==> run_1/closeup.png <==
Window x 22 to 42, y 34 to 54 um. Cells in gray, sequential cells in the stronger gray; small squares are vias.
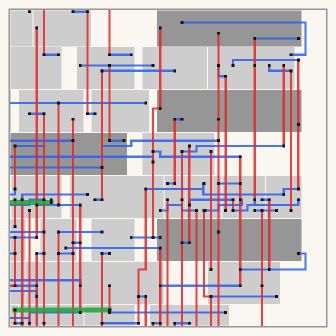
==> run_1/util_map.png <==
9 x 12 tiles, from white (low) to dark blue (high), 0 to 100% covered.
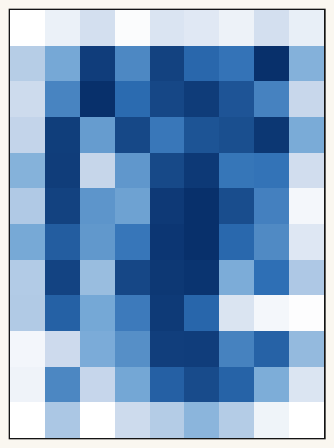
==> run_1/placed.png <==
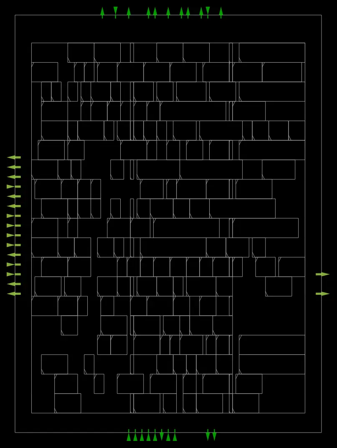
`config.mk`:
```
export PLATFORM = sky130hd
export DESIGN_NAME = mips_multicycle_ctrl
export DESIGN_NICKNAME = d
export VERILOG_FILES = /design/src/rtl/mips_multicycle_ctrl.sv
export SDC_FILE = /design/constraint.sdc
export NUM_CORES = 1
export LEC_CHECK = 0
export CORE_ASPECT_RATIO = 1.4
export CORE_MARGIN = 2
export CORE_UTILIZATION = 47
export CTS_CLUSTER_DIAMETER = 150
export DETAILED_ROUTE_END_ITERATION = 12
export GPL_TIMING_DRIVEN = 0
export PLACE_DENSITY = 0.85
export SKIP_CTS_REPAIR_TIMING = 1
export SLEW_MARGIN = 20
export SYNTH_ARGS = -nofsm -noshare
export SYNTH_HDL_FRONTEND = slang
export SYNTH_SLANG_ARGS = --single-unit
```
`constraint.sdc`:
```
create_clock -name Clock -period 4.05 [get_ports Clock]
set_input_delay 0.405 -clock Clock [delete_from_list [all_inputs] [get_ports Clock]]
set_output_delay 0.405 -clock Clock [all_outputs]
set_load 0.03 [all_outputs]
```
`src/rtl/mips_multicycle_ctrl.sv`:
```
// Multi-cycle MIPS control sequencer (Moore FSM).
// Steps FETCH/DECODE/EXEC/MEM/WB, drives the datapath selects and strobes, stalls on
// mem_ready, and traps on illegal opcodes/functs and on memory wait timeouts.
// Optional build macro MC_PERF_CNT_EN adds cycle_cnt / retire_cnt performance counters.
module mips_multicycle_ctrl #(
    parameter int unsigned MEM_TIMEOUT = 16
) (
    input  logic       Clock,
    input  logic       Reset,
    input  logic [5:0] op,
    input  logic [5:0] func,
    input  logic       Zero,
    input  logic       mem_ready,
    output logic       PCWrite,
    output logic       IorD,
    output logic       MemRead,
    output logic       MemWrite,
    output logic       IRWrite,
    output logic       RegDst,
    output logic       MemtoReg,
    output logic       RegWrite,
    output logic       ALUSrcA,
    output logic [1:0] ALUSrcB,
    output logic [2:0] ALU_ctr,
    output logic [1:0] PCSrc,
    output logic [3:0] state,
    output logic [1:0] trap_cause
`ifdef MC_PERF_CNT_EN
    ,
    output logic [31:0] cycle_cnt,
    output logic [31:0] retire_cnt
`endif
);

    typedef enum logic [3:0] {
        FETCH  = 4'd0,
        DECODE = 4'd1,
        EXEC_R = 4'd2,
        EXEC_I = 4'd3,
        ADDR   = 4'd4,
        MEM_RD = 4'd5,
        MEM_WR = 4'd6,
        WB_R   = 4'd7,
        WB_I   = 4'd8,
        WB_MEM = 4'd9,
        BRANCH = 4'd10,
        JUMP   = 4'd11,
        TRAP   = 4'd12
    } state_t;

    localparam logic [5:0] OP_RTYPE = 6'b000000;
    localparam logic [5:0] OP_ADDI  = 6'b001000;
    localparam logic [5:0] OP_LW    = 6'b100011;
    localparam logic [5:0] OP_SW    = 6'b101011;
    localparam logic [5:0] OP_BEQ   = 6'b000100;
    localparam logic [5:0] OP_J     = 6'b000010;

    localparam logic [1:0] CAUSE_ILLEGAL = 2'b01;
    localparam logic [1:0] CAUSE_TIMEOUT = 2'b10;

    // Counter only needs to reach MEM_TIMEOUT-1: the cycle that would reach the limit traps instead.
    localparam int unsigned WAIT_W = (MEM_TIMEOUT > 1) ? $clog2(MEM_TIMEOUT) : 1;
    localparam logic [WAIT_W-1:0] WAIT_LAST = WAIT_W'((MEM_TIMEOUT > 0) ? MEM_TIMEOUT - 1 : 0);

    state_t            state_q, state_d;
    logic [1:0]        trap_q, trap_d;
    logic [WAIT_W-1:0] wait_q, wait_d;
    logic [2:0]        alu_r;
    logic              func_ok;
    logic              waiting;
    logic              timeout;

    // R-type funct decode into an ALU operation plus a legality flag
    always_comb begin
        func_ok = 1'b1;
        case (func)
            6'b100000: alu_r = 3'b010;
            6'b100010: alu_r = 3'b110;
            6'b100100: alu_r = 3'b000;
            6'b100101: alu_r = 3'b001;
            6'b101010: alu_r = 3'b111;
            default: begin
                alu_r   = 3'b010;
                func_ok = 1'b0;
            end
        endcase
    end

    // Next state, sticky trap cause and memory wait counter
    always_comb begin
        state_d = state_q;
        trap_d  = trap_q;
        wait_d  = '0;
        waiting = ((state_q == FETCH) || (state_q == MEM_RD) || (state_q == MEM_WR)) && !mem_ready;
        timeout = waiting && (MEM_TIMEOUT != 0) && (wait_q == WAIT_LAST);
        case (state_q)
            FETCH:  if (mem_ready) state_d = DECODE;
            DECODE: begin
                case (op)
                    OP_RTYPE:     state_d = EXEC_R;
                    OP_ADDI:      state_d = EXEC_I;
                    OP_LW, OP_SW: state_d = ADDR;
                    OP_BEQ:       state_d = BRANCH;
                    OP_J:         state_d = JUMP;
                    default: begin
                        state_d = TRAP;
                        trap_d  = CAUSE_ILLEGAL;
                    end
                endcase
            end
            EXEC_R: begin
                if (func_ok) begin
                    state_d = WB_R;
                end else begin
                    state_d = TRAP;
                    trap_d  = CAUSE_ILLEGAL;
                end
            end
            EXEC_I: state_d = WB_I;
            ADDR:   state_d = (op == OP_SW) ? MEM_WR : MEM_RD;
            MEM_RD: if (mem_ready) state_d = WB_MEM;
            MEM_WR: if (mem_ready) state_d = FETCH;
            WB_R, WB_I, WB_MEM, BRANCH, JUMP: state_d = FETCH;
            TRAP:   state_d = TRAP;
            default: state_d = FETCH;
        endcase
        if (timeout) begin
            state_d = TRAP;
            trap_d  = CAUSE_TIMEOUT;
        end else if (waiting && (MEM_TIMEOUT != 0)) begin
            wait_d = wait_q + 1'b1;
        end
    end

    // State register with asynchronous reset
    always_ff @(posedge Clock or posedge Reset) begin
        if (Reset) begin
            state_q <= FETCH;
            trap_q  <= '0;
            wait_q  <= '0;
        end else begin
            state_q <= state_d;
            trap_q  <= trap_d;
            wait_q  <= wait_d;
        end
    end

    // Moore output decode; everything held low while Reset is asserted
    always_comb begin
        PCWrite  = 1'b0;
        IorD     = 1'b0;
        MemRead  = 1'b0;
        MemWrite = 1'b0;
        IRWrite  = 1'b0;
        RegDst   = 1'b0;
        MemtoReg = 1'b0;
        RegWrite = 1'b0;
        ALUSrcA  = 1'b0;
        ALUSrcB  = 2'b00;
        ALU_ctr  = 3'b000;
        PCSrc    = 2'b00;
        if (!Reset) begin
            case (state_q)
                FETCH: begin
                    MemRead = 1'b1;
                    ALUSrcB = 2'b01;
                    ALU_ctr = 3'b010;
                    IRWrite = mem_ready;
                    PCWrite = mem_ready;
                end
                DECODE: begin
                    ALUSrcB = 2'b11;
                    ALU_ctr = 3'b010;
                end
                EXEC_R: begin
                    ALUSrcA = 1'b1;
                    ALU_ctr = alu_r;
                end
                EXEC_I, ADDR: begin
                    ALUSrcA = 1'b1;
                    ALUSrcB = 2'b10;
                    ALU_ctr = 3'b010;
                end
                MEM_RD: begin
                    MemRead = 1'b1;
                    IorD    = 1'b1;
                end
                MEM_WR: begin
                    MemWrite = 1'b1;
                    IorD     = 1'b1;
                end
                WB_R: begin
                    RegWrite = 1'b1;
                    RegDst   = 1'b1;
                end
                WB_I:   RegWrite = 1'b1;
                WB_MEM: begin
                    RegWrite = 1'b1;
                    MemtoReg = 1'b1;
                end
                BRANCH: begin
                    ALUSrcA = 1'b1;
                    ALU_ctr = 3'b110;
                    PCSrc   = 2'b01;
                    PCWrite = Zero;
                end
                JUMP: begin
                    PCSrc   = 2'b10;
                    PCWrite = 1'b1;
                end
                default: ;
            endcase
        end
    end

    assign state      = state_q;
    assign trap_cause = trap_q;

`ifdef MC_PERF_CNT_EN
    logic [31:0] cycle_q, retire_q;
    logic        retire_ev;

    // An instruction retires on the edge that returns to FETCH from a final state
    always_comb begin
        retire_ev = (state_d == FETCH) &&
                    ((state_q == WB_R) || (state_q == WB_I) || (state_q == WB_MEM) ||
                     (state_q == MEM_WR) || (state_q == BRANCH) || (state_q == JUMP));
    end

    // Free-running performance counters, frozen in TRAP
    always_ff @(posedge Clock or posedge Reset) begin
        if (Reset) begin
            cycle_q  <= '0;
            retire_q <= '0;
        end else begin
            if (state_q != TRAP) cycle_q <= cycle_q + 32'd1;
            if (retire_ev) retire_q <= retire_q + 32'd1;
        end
    end

    assign cycle_cnt  = cycle_q;
    assign retire_cnt = retire_q;
`endif

endmodule

```
==> reports/results.tsv, run 1 <==
stage	metric	value	unit
outcome	status	finished clean	
global_route	grt_use_total	25.60	%
routing	drc_errors	0	
global_route	grt_first_pass_wirelength	4878	um
cts	cts_inserted_buffers	3	
critical_path	cp.depth	7	
critical_path	reg2regPathDepth	5	
routing	dr.first_iter.drc_count	76	
cts	clock_path_buffers	2	
critical_path	cp_cell_sequence	clkdlybuf4s50_1 > nor2b_1 > and3_1 > nor2_1 > nor4_1 > nand2b_1 > clkdlybuf4s50_1	
placement	place_hpwl	2354	um
logic_synthesis	syn_area_per_cell	7.855	um2
placement	port_buffers	37	
logic_synthesis	yosys.area.top_type	dfrtp_1	
routing	vias	1162	
critical_path	worstPathMaxFanout	2	
global_route	grt_pass1_vias	1146	
critical_path	required	3.64	ns
floorplanning	chipArea	2494	um2
critical_path	critical_path_class	in -> out	
routing	routedWlPerCell	15.93	um
sta	relSlewSlack	70.48	%
critical_path	worst_r2r_startpoint	wait_q[0]	
sta	max_clock_freq	362.5	MHz
routing	viasPerCell	6.214	
critical_path	startpoint	func[1]	
critical_path	r2r-end	state[0]	
logic_synthesis	synth_warnings	0	
logic_synthesis	synth_cell_types	45	
routing	ant_nets	0	
layout	flop_area	250.2	um2
routing	dr.pass1.iters	4	
power	ir_drop	0.3155	mV
power	p_per_area	527.2	nW/um2
placement	place_area	1386	um2
floorplanning	std_cell_rows	19	
global_route	grt_max_degree	11	
cts	htreeDepth	1	
layout	antenna_cells	0	
critical_path	arrival	2.35	ns
sta	fin_crit	2.758	ns
run	openroad.warnings	26	
logic_synthesis	syn_inst	126	
critical_path	crit_slowest_cell	clkdlybuf4s50_1	
critical_path	critPathBufInv	2	
sta	slew_violations	0	
cts	worstSkewPairLatency	0.26	ns
sta	setup_viol_count_final	0	
power	finalPower	0.0007427	W
global_route	antenna_found_initial	0	
cts	root_buffer	clkbuf_4	
layout	finalNetCount	185	
logic_synthesis	top_cells_by_count	nor2_1 (20), dfrtp_1 (10), nand2_1 (9), a21oi_1 (8)	
Back to the opening pictures, closeup.png:
layer	color
M1	blue
M2	red
M3	green
sequential cells in the window	4
cells with their middle in the window	26
netlist names of flops here include	`wait_q` (3), `state` (1)
most frequent	clkdlybuf4s50_1 (4), dfrtp_1 (4), buf_6 (2)

Back to the opening pictures, util_map.png:
tiles over 75% full	35%
densest ninth of the die	center
mean over tiles	55%
fullest tile	100%
nearly empty tiles	5.6%
final core utilization: 71.40%
FP Util: 50.16%

Back to the opening pictures, placed.png:
Seq area share: 17.76%
core area: 1973 um2

==> run 1: worst min-delay path by stage <==
stage / start / endpoint / slack, ns / depth (start not counted)
floorplan: Reset / state[0] / 0.46 / 2
CTS: wait_q[0] / wait_q[0] / 0.51 / 1
global placement: wait_q[0] / wait_q[0] / 0.49 / 1
global route: wait_q[0] / wait_q[0] / 0.52 / 1
detailed placement: wait_q[0] / wait_q[0] / 0.50 / 1
finish: wait_q[0] / wait_q[0] / 0.50 / 1
==> run 1: kinds of logic after synthesis <==
group           share of synthesized area (%)
buf+inv                                 7.204
compound gates                          23.77
xor+xnor                                3.414
simple gates                            37.67
mux                                     1.390
fa+ha+maj                               1.264
flops                                   25.28
==> run 1: state kept, by name (all words and copies together), names as in the netlist <==
signal / flops
trap_cause: 2
wait_q: 4
state: 4
==> run 1: through the flow <==
step | hold slack [ns] | std cells
4_1_cts | 0.5055 | 187
3_5_place_dp | 0.4995 | 184
6_report | 0.4987 | 187
3_3_place_gp | 0.4855 | 184
2_1_floorplan | 0.4580 | 126
5_1_grt | 0.5248 | 187
==> run 1: layout by cell type, fill, tap and decap left out, types with 2 or more instances in the layout <==
cell,netlist,routed
o21ai_0,5,5
buf_4,2,2
a21boi_0,2,2
inv_1,3,3
buf_6,2,2
nor4_1,5,5
nor3_1,5,5
nor2b_1,2,2
o221ai_1,2,2
nand3_1,3,3
buf_2,3,3
clkbuf_4,0,3
a21oi_1,8,8
nand4_1,3,3
a31oi_1,4,4
a21o_1,2,2
o211ai_1,2,2
nand2_1,9,9
nor2b_2,2,2
dfrtp_1,10,10
and3_1,5,5
nand2b_1,4,4
nor2_1,20,20
clkdlybuf4s50_1,0,37
==> run 1: worst reg2reg max path, stage by stage, from the launching register on <==
cell and delay [ns]:
dfrtp_1 0.41, ha_1 0.26, and3_1 0.25, nor4_1 0.38, a41oi_1 0.09, o31ai_1 0.09
==> run 1: layout make-up <==
type / count / share of cell area [%]
Multi-Input combinational cell: 104 / 47.42
Timing Repair Buffer: 37 / 26.29
Sequential cell: 10 / 17.76
Buffer: 8 / 3.996
Tap cell: 21 / 1.865
Clock buffer: 3 / 1.599
Inverter: 4 / 1.066
==> run 1: power breakdown <==
group          switching [W]  internal (W)
Combinational       0.000321      0.000212
Sequential         0.0000232      0.000121
Clock              0.0000314     0.0000342
Total               0.000376      0.000367
==> run 1: metal layers <==
metal  vias to the layer above  wire [um]  global-route usage, %
met4                         0         85                  13.39
met2                        62       1632                  50.65
met3                        10        171                  2.761
li1                        555          -                      -
met5                         -          0                      0
met1                       535       1089                  25.14
==> run_1/sizing.png <==
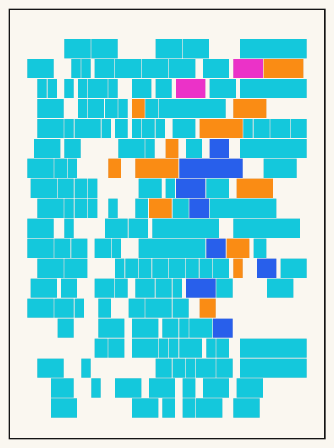

==> inputs of run 2 (changes only) <==
--- a/config.mk
+++ b/config.mk
@@ -7,11 +7,11 @@
 export LEC_CHECK = 0
 export CORE_ASPECT_RATIO = 1.4
 export CORE_MARGIN = 2
-export CORE_UTILIZATION = 47
+export CORE_UTILIZATION = 43
 export CTS_CLUSTER_DIAMETER = 150
 export DETAILED_ROUTE_END_ITERATION = 12
 export GPL_TIMING_DRIVEN = 0
-export PLACE_DENSITY = 0.85
+export PLACE_DENSITY = 0.79
 export SKIP_CTS_REPAIR_TIMING = 1
 export SLEW_MARGIN = 20
 export SYNTH_ARGS = -nofsm -noshare
==> constraint.sdc (replaced) <==
create_clock -name Clock -period 2.73 [get_ports Clock]
set_input_delay 0.273 -clock Clock [delete_from_list [all_inputs] [get_ports Clock]]
set_output_delay 0.273 -clock Clock [all_outputs]
set_load 0.03 [all_outputs]
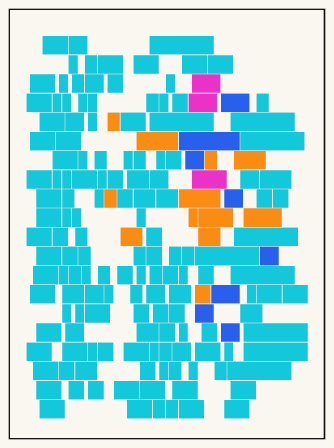
(run_2/sizing.png)
size	color	cells	share	most used
x6 and larger	magenta	3	1.8%	buf_6
x1 and smaller	cyan	144	86%	clkdlybuf4s50_1
x2	orange	12	7.2%	buf_2
x3 and x4	blue	8	4.8%	clkbuf_4
fin worst setup slack: 0.2677 ns
Layout area overhead: 43.87%
design area: 1424 um2
nonclk buf count: 45

==> run 2 against run 1 <==
Sequential power is 48% higher; utilization down 6.0 points; synthesized cell count unchanged; global-route usage down 1.5 points; clock power is 100% higher; synthesized area unchanged; first-iteration DRC count down 57%; clock skew up 0.0025 ns.
==> reports/results.tsv, run 2 <==
stage	metric	value	unit	change
outcome	status	finished clean		
cts	htreeDepth	1		unchanged
placement	port_buffers	37		unchanged
layout	layout-drive-gt1-share	13.77	%	
routing	routedWlPerCell	15.41	um	-3.3%
critical_path	max_stage_delay	0.66	ns	
logic_synthesis	edf_count	0		
routing	vias	1132		-2.6%
power	leakagePower	0.5705	nW	
logic_synthesis	syn_area_per_cell	7.855	um2	unchanged
critical_path	end_kind	output port		
logic_synthesis	yosys_cells	126		
critical_path	crit_slowest_cell	clkdlybuf4s50_1		
placement	place_area	1388	um2	about the same
run	openroad.warnings	26		unchanged
logic_synthesis	ys.flop_type	dfrtp_1		
sta	finalSetupTns	0	ns	
global_route	grt_pass1_vias	1176		+2.6%
routing	ant_nets	0		unchanged
layout	antenna_cells	0		unchanged
routing	dr.pass1.iters	4		unchanged
cts	root_buffer	clkbuf_4		
logic_synthesis	top_cells_by_count	nor2_1 (20), dfrtp_1 (10), nand2_1 (9), a21oi_1 (8)		
logic_synthesis	synth_cell_types	45		unchanged
floorplanning	pin_count	38		
hold_path	hold_class	reg -> reg		
global_route	grt_use_total	24.09	%	-1.5 points
sta	relSlewSlack	70.73	%	+0.24 points
critical_path	worstPathMaxFanout	2		unchanged
logic_synthesis	synth-async-reset-ratio	100.0	%	
logic_synthesis	yosysMostFrequentCell	nor2_1		
critical_path	required	2.46	ns	-1.18 ns
global_route	antenna_found_initial	0		unchanged
layout	final_layout_top_logic_cells	clkdlybuf4s50_1 (37), nor2_1 (20), dfrtp_1 (10)		
critical_path	start_kind	input port		
sta	rsz0062_at_grt	no		
sta	hold_viol	0		
cts	worstSkewPairLatency	0.27	ns	about the same
global_route	grt_overflow_total	0		
floorplanning	fp.dieW	44.55	um	
cts	clk_pin_slew	0.07	ns	
sta	hold_slack	0.5007	ns	+0.001961 ns
sta	setup_viol_count_final	0		unchanged
floorplanning	core_area	2177	um2	+10%
power	p_per_area	797.6	nW/um2	+51%
logic_synthesis	netlist_area	989.7	um2	
cts	clock_path_buffers	2		unchanged
logic_synthesis	yosys_area	989.7	um2	
floorplanning	chipArea	2707	um2	+8.5%
sta	max_clock_freq	406.1	MHz	
placement	dp_cells	185		+0.54%
layout	finalNetCount	185		unchanged
global_route	grt_first_pass_wirelength	4912	um	+0.70%
critical_path	cp_common_cell	clkdlybuf4s50_1		
layout	mostFrequentLayoutCell	clkdlybuf4s50_1		
sta	fin_crit	2.462	ns	
floorplanning	dieHeight	60.77	um	
sta	slew_violations	0		unchanged
floorplanning	std_cell_rows	20		+1
critical_path	arrival	2.19	ns	-0.16 ns
placement	place_hpwl	2353	um	about the same
layout	fin_util	65.40	%	-6.0 points
run	maxCapViolCount	0		
cts	cts_inserted_buffers	3		unchanged
routing	dr.first_iter.drc_count	33		-57%
cts	cts_sinks	10		
sta	tightest_slew	0.4391	ns	
routing	viasPerCell	5.989		-3.6%
critical_path	critical_path_class	in -> out		
logic_synthesis	yosys.area.top_type	dfrtp_1		
cts	cts_tree	done		
logic_synthesis	syn_inst	126		unchanged
layout	final_cells	189		+1.1%
layout	n_fill_cell	205		
floorplanning	initial_utilization	45.46	%	-4.7 points
routing	drc_errors	0		unchanged
global_route	grt_max_degree	11		unchanged
power	ir_drop	0.4504	mV	+43%
routing	wirelength	2913	um	
logic_synthesis	synth_warnings	0		unchanged
logic_synthesis	syn_nets	143		
logic_synthesis	ys_seq_share	25.28	%	
logic_synthesis	area_leaders	dfrtp_1 (25%), nor2_1 (7.6%), a21oi_1 (4.0%), nand2_1 (3.4%), and3_1 (3.2%)		
critical_path	cp_cell_sequence	clkdlybuf4s50_1 > nor2b_1 > and3_1 > nor2_1 > nor4_1 > nand2b_1 > clkdlybuf4s50_1		
logic_synthesis	synth_flops	10		
-- run 2: cell counts after synthesis --
Identical to the previous run, type by type.
-- run 2: path summary, 6_finish.rpt --
kind | from | end | slack, ns | cells after the start
min in group asynchronous | Reset | state[1] | 0.61 | 3
max reg2reg | wait_q[0] | state[0] | 1.19 | 5
max | func[1] | ALU_ctr[1] | 0.27 | 7
min reg2reg | wait_q[0] | wait_q[0] | 0.50 | 1
min | wait_q[0] | wait_q[0] | 0.50 | 1
max in group asynchronous | Reset | state[0] | 1.85 | 3
-- run 2: cell type report --
cell class | instances | area (um2) | share of cell area, %
Sequential cell | 10 | 250.2 | 17.57
Timing Repair Buffer | 37 | 370.4 | 26.01
Inverter | 4 | 15.01 | 1.054
Multi-Input combinational cell | 104 | 668.1 | 46.92
Clock buffer | 4 | 36.28 | 2.548
Tap cell | 22 | 27.53 | 1.933
Buffer | 8 | 56.30 | 3.954
-- run 2: power breakdown --
part	switching, W	internal [W]
logic	0.000474	0.000314
clock network	0.0000520	0.0000810
registers	0.0000347	0.000180
-- run 2: per-stage QoR --
stage               total power (W)  setup slack, ns
floorplan                 0.0007500           0.2354
detailed placement        0.0009970           0.2714
global route               0.001208          0.09618
global placement          0.0009842           0.3017
finish                     0.001136           0.2677
CTS                        0.001133           0.2444
-- run 2: logic make-up after synthesis --
logic type,Yosys count,synth area share [%]
AND/OR/NAND/NOR,66,37.67
AND-OR/OR-AND,33,23.77
buffers and inverters,12,7.204
flip-flops,10,25.28
XOR/XNOR,3,3.414
multiplexers,1,1.390
adder cells (fa/ha/maj),1,1.264
-- run 2: metal layers --
| metal | up-vias | part of all wire (%) | track usage (%) |
|---|---|---|---|
| met5 | - | 0 | 0 |
| met4 | 0 | 2.2 | 12.55 |
| met3 | 11 | 7.8 | 4.167 |
| met2 | 61 | 52 | 43.27 |
| met1 | 509 | 38 | 26.45 |
| li1 | 551 | - | - |
-- run 2: worst max-delay path, delay by kind of cell --
family	cells	cell delay [ns]
buffers and inverters	2	1.13
AND/OR/NAND/NOR	5	0.78
==> run_2/closeup.png <==
Window x 23 to 43, y 36 to 56 um. Cells in gray, sequential cells in the stronger gray; small squares are vias.
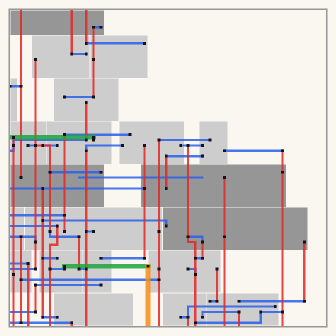

==> inputs of run 3 (changes only) <==
--- a/config.mk
+++ b/config.mk
@@ -11,6 +11,7 @@
 export CTS_CLUSTER_DIAMETER = 150
 export DETAILED_ROUTE_END_ITERATION = 12
 export GPL_TIMING_DRIVEN = 0
+export MAX_ROUTING_LAYER = met4
 export PLACE_DENSITY = 0.79
 export SKIP_CTS_REPAIR_TIMING = 1
 export SLEW_MARGIN = 20
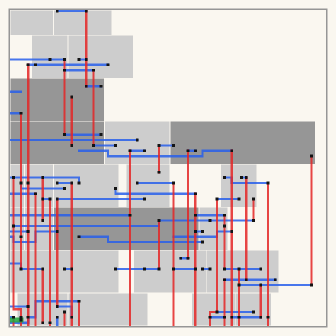
(run_3/closeup.png)
Window x 23 to 43, y 36 to 56 um. Cells in gray, sequential cells in the stronger gray; small squares are vias.
layer	color
M1	blue
M3	green
M2	red
sequential cells in the window	4
most frequent	dfrtp_1 (4)
netlist names of flops here include	`state` (2), `wait_q` (2)
cells with their middle in the window	22

==> run 3 against run 2 <==
Clock power decreased by 3%; synthesized cell count unchanged; non-clock buffer count unchanged; fmax decreased by 1.7%; die area unchanged; setup slack got worse by 0.042 ns; critical endpoint unchanged; worst hold slack got worse by 0.0012 ns; global-route usage increased by 0.22 points; combinational power about the same; clock skew decreased by 0.00072 ns; synthesized area unchanged.
==> reports/results.tsv, run 3 <==
stage	metric	value	unit	change
run	maxCapViolCount	0		unchanged
critical_path	startpoint	func[5]		
routing	met3_length	167	um	-26%
logic_synthesis	syn_nets	143		unchanged
critical_path	reg2reg_slack	1.15	ns	-0.04 ns
layout	layout-drive-gt1-share	13.77	%	unchanged
floorplanning	pin_count	38		unchanged
cts	cts_sinks	10		unchanged
power	power_switching	0.0005601	W	-0.17%
routing	ant_nets	0		unchanged
global_route	grt_pass1_vias	1147		-2.5%
sta	setup_viol_count_final	0		unchanged
layout	n_fill_cell	191		-6.8%
global_route	antenna_found_initial	0		unchanged
logic_synthesis	synth_cell_types	45		unchanged
routing	dr.first_iter.drc_count	41		+24%
routing	met2_length	1559	um	+2.5%
sta	slew_violations	0		unchanged
logic_synthesis	ys_seq_share	25.28	%	unchanged
floorplanning	fp.dieW	44.55	um	unchanged
placement	place_hpwl	2335	um	-0.79%
routing	viasPerCell	6.063		+1.2%
routing	dr.pass1.iters	4		unchanged
critical_path	worstPathMaxFanout	3		+1
logic_synthesis	syn_area_per_cell	7.855	um2	unchanged
logic_synthesis	ys.flop_type	dfrtp_1		
layout	antenna_cells	0		unchanged
run	openroad.warnings	26		unchanged
sta	hold_viol	0		unchanged
global_route	grt_first_pass_wirelength	4809	um	-2.1%
critical_path	critical_path_class	in -> out		
cts	cts_inserted_buffers	3		unchanged
sta	rsz0062_at_grt	no		
outcome	status	finished clean		
critical_path	end_kind	output port		
sta	relSlewSlack	71.85	%	+1.1 points
critical_path	required	2.46	ns	about the same
routing	drc_errors	0		unchanged
global_route	grt_use_total	24.31	%	+0.22 points
logic_synthesis	synth-async-reset-ratio	100.0	%	unchanged
layout	finalNetCount	185		unchanged
cts	cts_tree	done		
power	pwr-share-seq	18.9	%	about the same
power	ir_drop	0.3962	mV	-12%
critical_path	start_kind	input port		
routing	met1_length	1136	um	+3.3%
logic_synthesis	netlist_area	989.7	um2	unchanged
power	p_per_area	796.7	nW/um2	-0.11%
critical_path	r2r-end	state[0]		
logic_synthesis	syn_inst	126		unchanged
routing	maxUsedRoutingLayer	met4		
logic_synthesis	yosysMostFrequentCell	nor2_1		
sta	max_clock_freq	399.4	MHz	-1.7%
critical_path	worst_r2r_startpoint	wait_q[0]		
cts	worstSkewPairLatency	0.26	ns	about the same
power	swShare	49.37	%	about the same
critical_path	arrival	2.23	ns	+0.04 ns
layout	fin_util	65.40	%	unchanged
routing	wirelength	2903	um	-0.34%
routing	routedWlPerCell	15.36	um	-0.34%
logic_synthesis	yosys_area	989.7	um2	unchanged
logic_synthesis	synth_warnings	0		unchanged
logic_synthesis	area_leaders	dfrtp_1 (25%), nor2_1 (7.6%), a21oi_1 (4.0%), nand2_1 (3.4%), and3_1 (3.2%)		
cts	clock_path_buffers	2		unchanged
global_route	grt_overflow_total	0		unchanged
logic_synthesis	yosys_cells	126		unchanged
floorplanning	std_cell_rows	20		unchanged
floorplanning	core_area	2177	um2	unchanged
power	clockPowerShare	11.4	%	-0.3 points
floorplanning	chipArea	2707	um2	unchanged
hold_path	hold_class	reg -> reg		
cts	root_buffer	clkbuf_4		
logic_synthesis	synth_flops	10		unchanged
power	leakagePower	0.5705	nW	unchanged
layout	area_delta_synth_final	43.87	%	unchanged
layout	mostFrequentLayoutCell	clkdlybuf4s50_1		
critical_path	reg2regPathDepth	5		unchanged
logic_synthesis	yosys.area.top_type	dfrtp_1		
global_route	grt_max_degree	11		unchanged
hold_path	hp-start	wait_q[0]		
layout	final-comb-area	668.1	um2	unchanged
placement	port_buffers	37		unchanged
sta	finalSetupTns	0	ns	unchanged
hold_path	worstHoldPathCells	1		unchanged
sta	fin_crit	2.504	ns	+0.04150 ns
logic_synthesis	top_cells_by_count	nor2_1 (20), dfrtp_1 (10), nand2_1 (9), a21oi_1 (8)		
==> run 3: cell counts after synthesis <==
No cell type changed its count.
==> run 3: layer usage <==
metal	GRT usage, %	vias up
li1	-	549
met1	25.27	529
met2	45.55	64
met3	1.190	4
met4	11.26	0
met5	-	-
==> run 3: kinds of logic after synthesis <==
kind of cell	share of synthesized area, %
AND/OR/NAND/NOR	37.67
AND-OR/OR-AND	23.77
buffers and inverters	7.204
flip-flops	25.28
XOR/XNOR	3.414
multiplexers	1.390
adder cells (fa/ha/maj)	1.264
==> run 3: cell type report <==
class	count	share of cell area [%]
timing repair buffer	37	26.01
buffer	8	3.954
tap	22	1.933
clock buffer	4	2.548
multi-input combinational	104	46.92
sequential	10	17.57
inverter	4	1.054
==> run 3: power by group through the flow <==
stage,Sequential (W),Clock [W],Combinational (W)
finish,0.000214,0.000129,0.000791
global route,0.000220,0.000138,0.000852
CTS,0.000214,0.000133,0.000784
detailed placement,0.000218,0,0.000780
global placement,0.000215,0,0.000771
floorplan,0.000257,0,0.000493
==> run 3: worst max path at each step <==
stage / end / slack [ns] / cells after the start
6_report: ALU_ctr[1] / 0.23 / 7
4_1_cts: ALU_ctr[1] / 0.21 / 7
3_3_place_gp: ALU_ctr[0] / 0.30 / 6
2_1_floorplan: ALU_ctr[1] / 0.24 / 4
5_1_grt: ALU_ctr[1] / 0.05 / 7
3_5_place_dp: ALU_ctr[1] / 0.23 / 7
==> run 3: stage by stage <==
stage | setup WS [ns] | power [W] | hold slack (ns) | instance area [um2] | std cells
2_1_floorplan | 0.2354 | 0.0007500 | 0.3260 | 989.7 | 126
3_3_place_gp | 0.3011 | 0.0009866 | 0.4859 | 1388 | 185
3_5_place_dp | 0.2350 | 0.0009979 | 0.4924 | 1388 | 185
4_1_cts | 0.2091 | 0.001132 | 0.4957 | 1424 | 189
5_1_grt | 0.04767 | 0.001209 | 0.5270 | 1424 | 189
6_report | 0.2262 | 0.001134 | 0.4995 | 1424 | 189
==> run 3: critical path, stage by stage <==
cell and delay, ns:
clkdlybuf4s50_1 0.45, nor2b_1 0.18, and3_1 0.20, nor2_1 0.06, nor4_1 0.24, nand2b_1 0.15
clkdlybuf4s50_1 0.67
Power figures rest on the tool's default switching activity, not on a simulated workload.
